==> images/port_nets.png <==
The bar under the picture is 50 µm long.
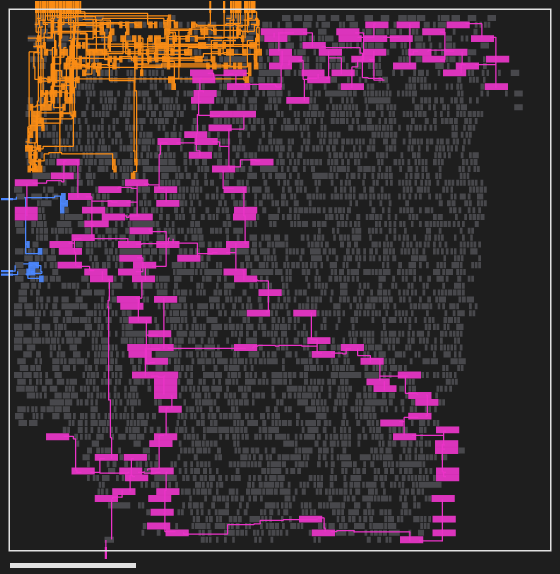
==> images/final_placement.png <==
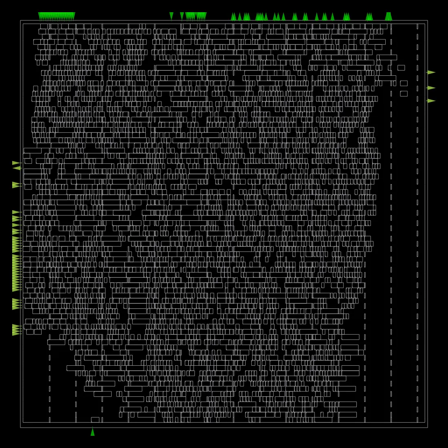
==> images/drive_strength.png <==
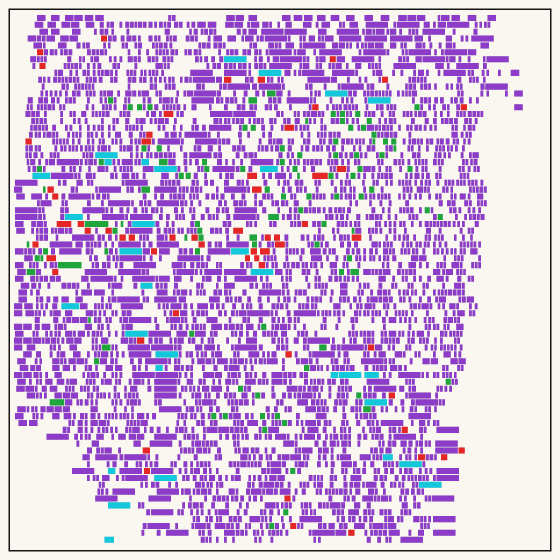
==> images/cell_classes.png <==
Fill, decap, tap and diode cells in grey.
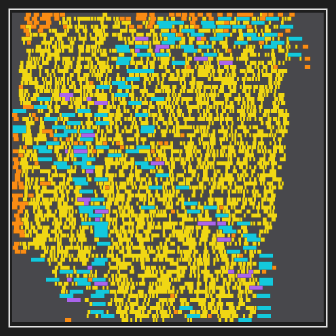
`src/rtl/muldiv_if.sv`:
```
// Handshake bundle between the EX stage and the iterative multiply/divide unit.
// The pipeline side drives start/op/operands/flush and observes busy/done/res.
interface muldiv_if #(
   parameter int XLEN = 32
);
   logic            start;
   logic [2:0]      op;
   logic [XLEN-1:0] op_a;
   logic [XLEN-1:0] op_b;
   logic            flush;
   logic            busy;
   logic            done;
   logic [XLEN-1:0] res;

   modport master (output start, op, op_a, op_b, flush, input busy, done, res);
   modport slave  (input start, op, op_a, op_b, flush, output busy, done, res);
endinterface

```
`src/rtl/muldiv_unit.sv`:
```
// Iterative RV32M multiply/divide unit: radix-2 shift-add multiply and restoring divide
// on operand magnitudes, with sign correction applied once in a final FIX cycle.
module muldiv_unit #(
   parameter int XLEN = 32
) (
   input logic     CLK,
   input logic     nrst,
   muldiv_if.slave bus
);
   localparam int CNT_W = $clog2(XLEN) + 1;

   localparam logic [1:0] S_IDLE = 2'd0;
   localparam logic [1:0] S_CALC = 2'd1;
   localparam logic [1:0] S_FIX  = 2'd2;
   localparam logic [1:0] S_DONE = 2'd3;

   localparam logic [2:0] OP_MUL    = 3'b000;
   localparam logic [2:0] OP_MULH   = 3'b001;
   localparam logic [2:0] OP_MULHSU = 3'b010;
   localparam logic [2:0] OP_MULHU  = 3'b011;
   localparam logic [2:0] OP_DIV    = 3'b100;
   localparam logic [2:0] OP_DIVU   = 3'b101;
   localparam logic [2:0] OP_REM    = 3'b110;
   localparam logic [2:0] OP_REMU   = 3'b111;

   localparam logic [XLEN-1:0] MOST_NEG = {1'b1, {(XLEN-1){1'b0}}};

   logic [1:0]        state;
   logic [CNT_W-1:0]  cnt;
   logic [2:0]        op_q;
   logic [2*XLEN-1:0] acc;
   logic [XLEN-1:0]   opb_q;
   logic              a_neg;
   logic              b_neg;
   logic [XLEN-1:0]   res_q;
   logic              done_q;

   function automatic logic [XLEN-1:0] cond_neg(input logic [XLEN-1:0] v, input logic n);
      return ({XLEN{n}} ^ v) + XLEN'(n);
   endfunction

   function automatic logic [2*XLEN-1:0] cond_neg_w(input logic [2*XLEN-1:0] v, input logic n);
      return ({(2*XLEN){n}} ^ v) + (2*XLEN)'(n);
   endfunction

   // Operand decode at start: signedness, magnitudes and fast-path detection.
   logic            a_signed, b_signed;
   logic            a_neg_c, b_neg_c;
   logic            div_zero, div_ovf, fast_c;
   logic [XLEN-1:0] fast_res;

   always_comb begin
      a_signed = 1'b0;
      b_signed = 1'b0;
      case (bus.op)
         OP_MULH, OP_DIV, OP_REM: begin
            a_signed = 1'b1;
            b_signed = 1'b1;
         end
         OP_MULHSU: a_signed = 1'b1;
         default: ;
      endcase
      a_neg_c  = a_signed & bus.op_a[XLEN-1];
      b_neg_c  = b_signed & bus.op_b[XLEN-1];
      div_zero = bus.op[2] && (bus.op_b == '0);
      div_ovf  = (bus.op == OP_DIV || bus.op == OP_REM) &&
                 (bus.op_a == MOST_NEG) && (bus.op_b == '1);
      fast_c   = div_zero || div_ovf;
      if (div_zero) fast_res = bus.op[1] ? bus.op_a : '1;
      else          fast_res = bus.op[1] ? '0 : bus.op_a;
   end

   // One radix-2 step; acc holds {product} for multiply, {remainder, quotient} for divide.
   logic [XLEN:0]     add_sum;
   logic [XLEN:0]     trial;
   logic [2*XLEN-1:0] acc_step;

   always_comb begin
      add_sum = {1'b0, acc[2*XLEN-1:XLEN]} + (acc[0] ? {1'b0, opb_q} : '0);
      trial   = {acc[2*XLEN-1:XLEN], acc[XLEN-1]} - {1'b0, opb_q};
      if (!op_q[2])      acc_step = {add_sum, acc[XLEN-1:1]};
      else if (trial[XLEN]) acc_step = {acc[2*XLEN-2:0], 1'b0};
      else               acc_step = {trial[XLEN-1:0], acc[XLEN-2:0], 1'b1};
   end

   logic [2*XLEN-1:0] prod_fix;
   logic [XLEN-1:0]   fix_res;

   always_comb begin
      prod_fix = cond_neg_w(acc, a_neg ^ b_neg);
      case (op_q)
         OP_MUL:                       fix_res = prod_fix[XLEN-1:0];
         OP_MULH, OP_MULHSU, OP_MULHU: fix_res = prod_fix[2*XLEN-1:XLEN];
         OP_DIV, OP_DIVU:              fix_res = cond_neg(acc[XLEN-1:0], a_neg ^ b_neg);
         default:                      fix_res = cond_neg(acc[2*XLEN-1:XLEN], a_neg);
      endcase
   end

   always_ff @(posedge CLK or negedge nrst) begin
      if (!nrst) begin
         state  <= S_IDLE;
         cnt    <= '0;
         op_q   <= '0;
         acc    <= '0;
         opb_q  <= '0;
         a_neg  <= 1'b0;
         b_neg  <= 1'b0;
         res_q  <= '0;
         done_q <= 1'b0;
      end else begin
         done_q <= 1'b0;
         if (bus.flush) begin
            state <= S_IDLE;
         end else begin
            case (state)
               S_IDLE, S_DONE: begin
                  if (bus.start) begin
                     op_q  <= bus.op;
                     a_neg <= a_neg_c;
                     b_neg <= b_neg_c;
                     acc   <= {{XLEN{1'b0}}, cond_neg(bus.op_a, a_neg_c)};
                     opb_q <= cond_neg(bus.op_b, b_neg_c);
                     cnt   <= '0;
                     if (fast_c) begin
                        res_q  <= fast_res;
                        done_q <= 1'b1;
                        state  <= S_DONE;
                     end else begin
                        state <= S_CALC;
                     end
                  end else begin
                     state <= S_IDLE;
                  end
               end
               S_CALC: begin
                  acc <= acc_step;
                  cnt <= cnt + 1'b1;
                  if (cnt == CNT_W'(XLEN-1)) state <= S_FIX;
               end
               default: begin
                  res_q  <= fix_res;
                  done_q <= 1'b1;
                  state  <= S_DONE;
               end
            endcase
         end
      end
   end

   assign bus.busy = (state == S_CALC) || (state == S_FIX);
   assign bus.done = done_q;
   assign bus.res  = res_q;
endmodule

```
`src/flat_wrapper.sv`:
```
// flat-port wrapper written by rule: the top's interface ports become plain ports
module muldiv_unit_flat 
#(
   parameter int XLEN = 32
)
  (CLK, nrst, bus_start, bus_op, bus_op_a, bus_op_b, bus_flush, bus_busy, bus_done, bus_res);
  muldiv_if #(.XLEN(XLEN)) bus_i ();
  input logic CLK;
  input logic nrst;
  input wire logic [$bits(bus_i.start)-1:0] bus_start;
  input wire logic [$bits(bus_i.op)-1:0] bus_op;
  input wire logic [$bits(bus_i.op_a)-1:0] bus_op_a;
  input wire logic [$bits(bus_i.op_b)-1:0] bus_op_b;
  input wire logic [$bits(bus_i.flush)-1:0] bus_flush;
  output wire logic [$bits(bus_i.busy)-1:0] bus_busy;
  output wire logic [$bits(bus_i.done)-1:0] bus_done;
  output wire logic [$bits(bus_i.res)-1:0] bus_res;
  assign bus_i.start = bus_start;
  assign bus_i.op = bus_op;
  assign bus_i.op_a = bus_op_a;
  assign bus_i.op_b = bus_op_b;
  assign bus_i.flush = bus_flush;
  assign bus_busy = bus_i.busy;
  assign bus_done = bus_i.done;
  assign bus_res = bus_i.res;
  muldiv_unit #(.XLEN(XLEN)) u_core (.CLK(CLK), .nrst(nrst), .bus(bus_i));
endmodule
```
`config.mk`:
```
export PLATFORM = sky130hd
export DESIGN_NAME = muldiv_unit_flat
export DESIGN_NICKNAME = d
export VERILOG_FILES = /design/src/rtl/muldiv_if.sv /design/src/rtl/muldiv_unit.sv /design/src/flat_wrapper.sv
export SDC_FILE = /design/constraint.sdc
export NUM_CORES = 1
export LEC_CHECK = 0
export ABC_AREA = 1
export CORE_UTILIZATION = 45
export DETAILED_ROUTE_END_ITERATION = 10
export GPL_ROUTABILITY_DRIVEN = 0
export PLACE_DENSITY = 0.69
export SLEW_MARGIN = 30
export SYNTH_ARGS = -nofsm -noshare
export SYNTH_HDL_FRONTEND = slang
export SYNTH_SLANG_ARGS = --single-unit
```
`constraint.sdc`:
```
create_clock -name CLK -period 4.08 [get_ports CLK]
set_input_delay 0.816 -clock CLK [delete_from_list [all_inputs] [get_ports CLK]]
set_output_delay 0.816 -clock CLK [all_outputs]
set_load 0.05 [all_outputs]
```
==> impl_metrics.py <==
# Generated from Yosys and OpenROAD reports
metrics = {
    "timing": {
        "final_hold_viol_count": 0,
        "fin_tns_setup_ps": 0,
        "setup_viol": 0,
        "holdWs_ps": 340,
    },
    "global_route": {
        "number_of_global_route_vias_before_repair": 21684,
        "grt_util_met2_pct": 49.0,
    },
    "power_and_ir_drop": {
        "power_frac_seq_pct": 15.7,
        "pwr.group.clock_w": 0.00154,
        "power_switching_w": 0.0114,
        "combinationalPower_w": 0.0139,
    },
    "yosys": {
        "synth.cellmix.xorXnorShare_pct": 5.45,
        "netlist_instances": 3673,
        "avgSynthCellArea_um2": 5.50,
        "yosys_cells": 3673,
    },
    "layout": {
        "number_of_flip_flops_in_the_largest_register": 64,
        "regMostFlops": "u_core.acc",
        "clock_buffers": 18,
    },
    "setup_path": {
        "critical_path_required_ps": 4490,
        "end_kind": "flop",
        "r2r.worst_path.cells": 18,
        "path_type_of_the_worst_setup_path": "reg2reg",
        "worstPathMaxFanout": 30,
        "worst_path_cell_trace": "inv_4 -> nand2_2 -> nand2_4 -> nand2_1 -> inv_1 -> ha_1 -> nand3_1 -> nor2_2 -> nand3_4 -> nor2_2 -> nand3_1 -> nand2_1 -> nand3_1 -> nand2_1 -> inv_1 -> nand2_1 -> nand2_1 -> a21oi_1",
    },
    "run_status": {
        "outcome": "finished, final reports clean",
    },
    "flow_run": {
        "maxCapViolCount": 0,
    },
}
About port_nets.png:
- magenta: nrst (bits 1; direction input; end cells 142; buffers 4; wire 1450 µm)
- blue: bus_op (bits 3; direction input; end cells 11; buffers 3; wire 91.4 µm)
- orange: bus_op_a (bits 32; direction input; end cells 163; buffers 34; wire 2720 µm)

About final_placement.png:
FILL cells: 4782
number of standard cells in the layout, taps in and fillers out: 4322
area of the core region: 0.0442 mm²
share of the core filled with cells in the final layout: 50.5%
row count: 77

About drive_strength.png:
- purple: drive 1 or less (cells 3539; share 95%; most used nand2_1)
- green: drive 2 (cells 102; share 2.7%; most used nor2_2)
- cyan: drive 6 and up (cells 31; share 0.83%; most used clkbuf_16)
- red: drive 3 to 4 (cells 58; share 1.6%; most used buf_4)

About cell_classes.png:
- cyan: flops (cells 142; share of their area 16%)
- orange: other buffers and delay cells (cells 144; share of their area 6.4%)
- yellow: all other logic (cells 3412; share of their area 75%)
- purple: clock drivers and dummy loads (cells 32; share of their area 2.6%)

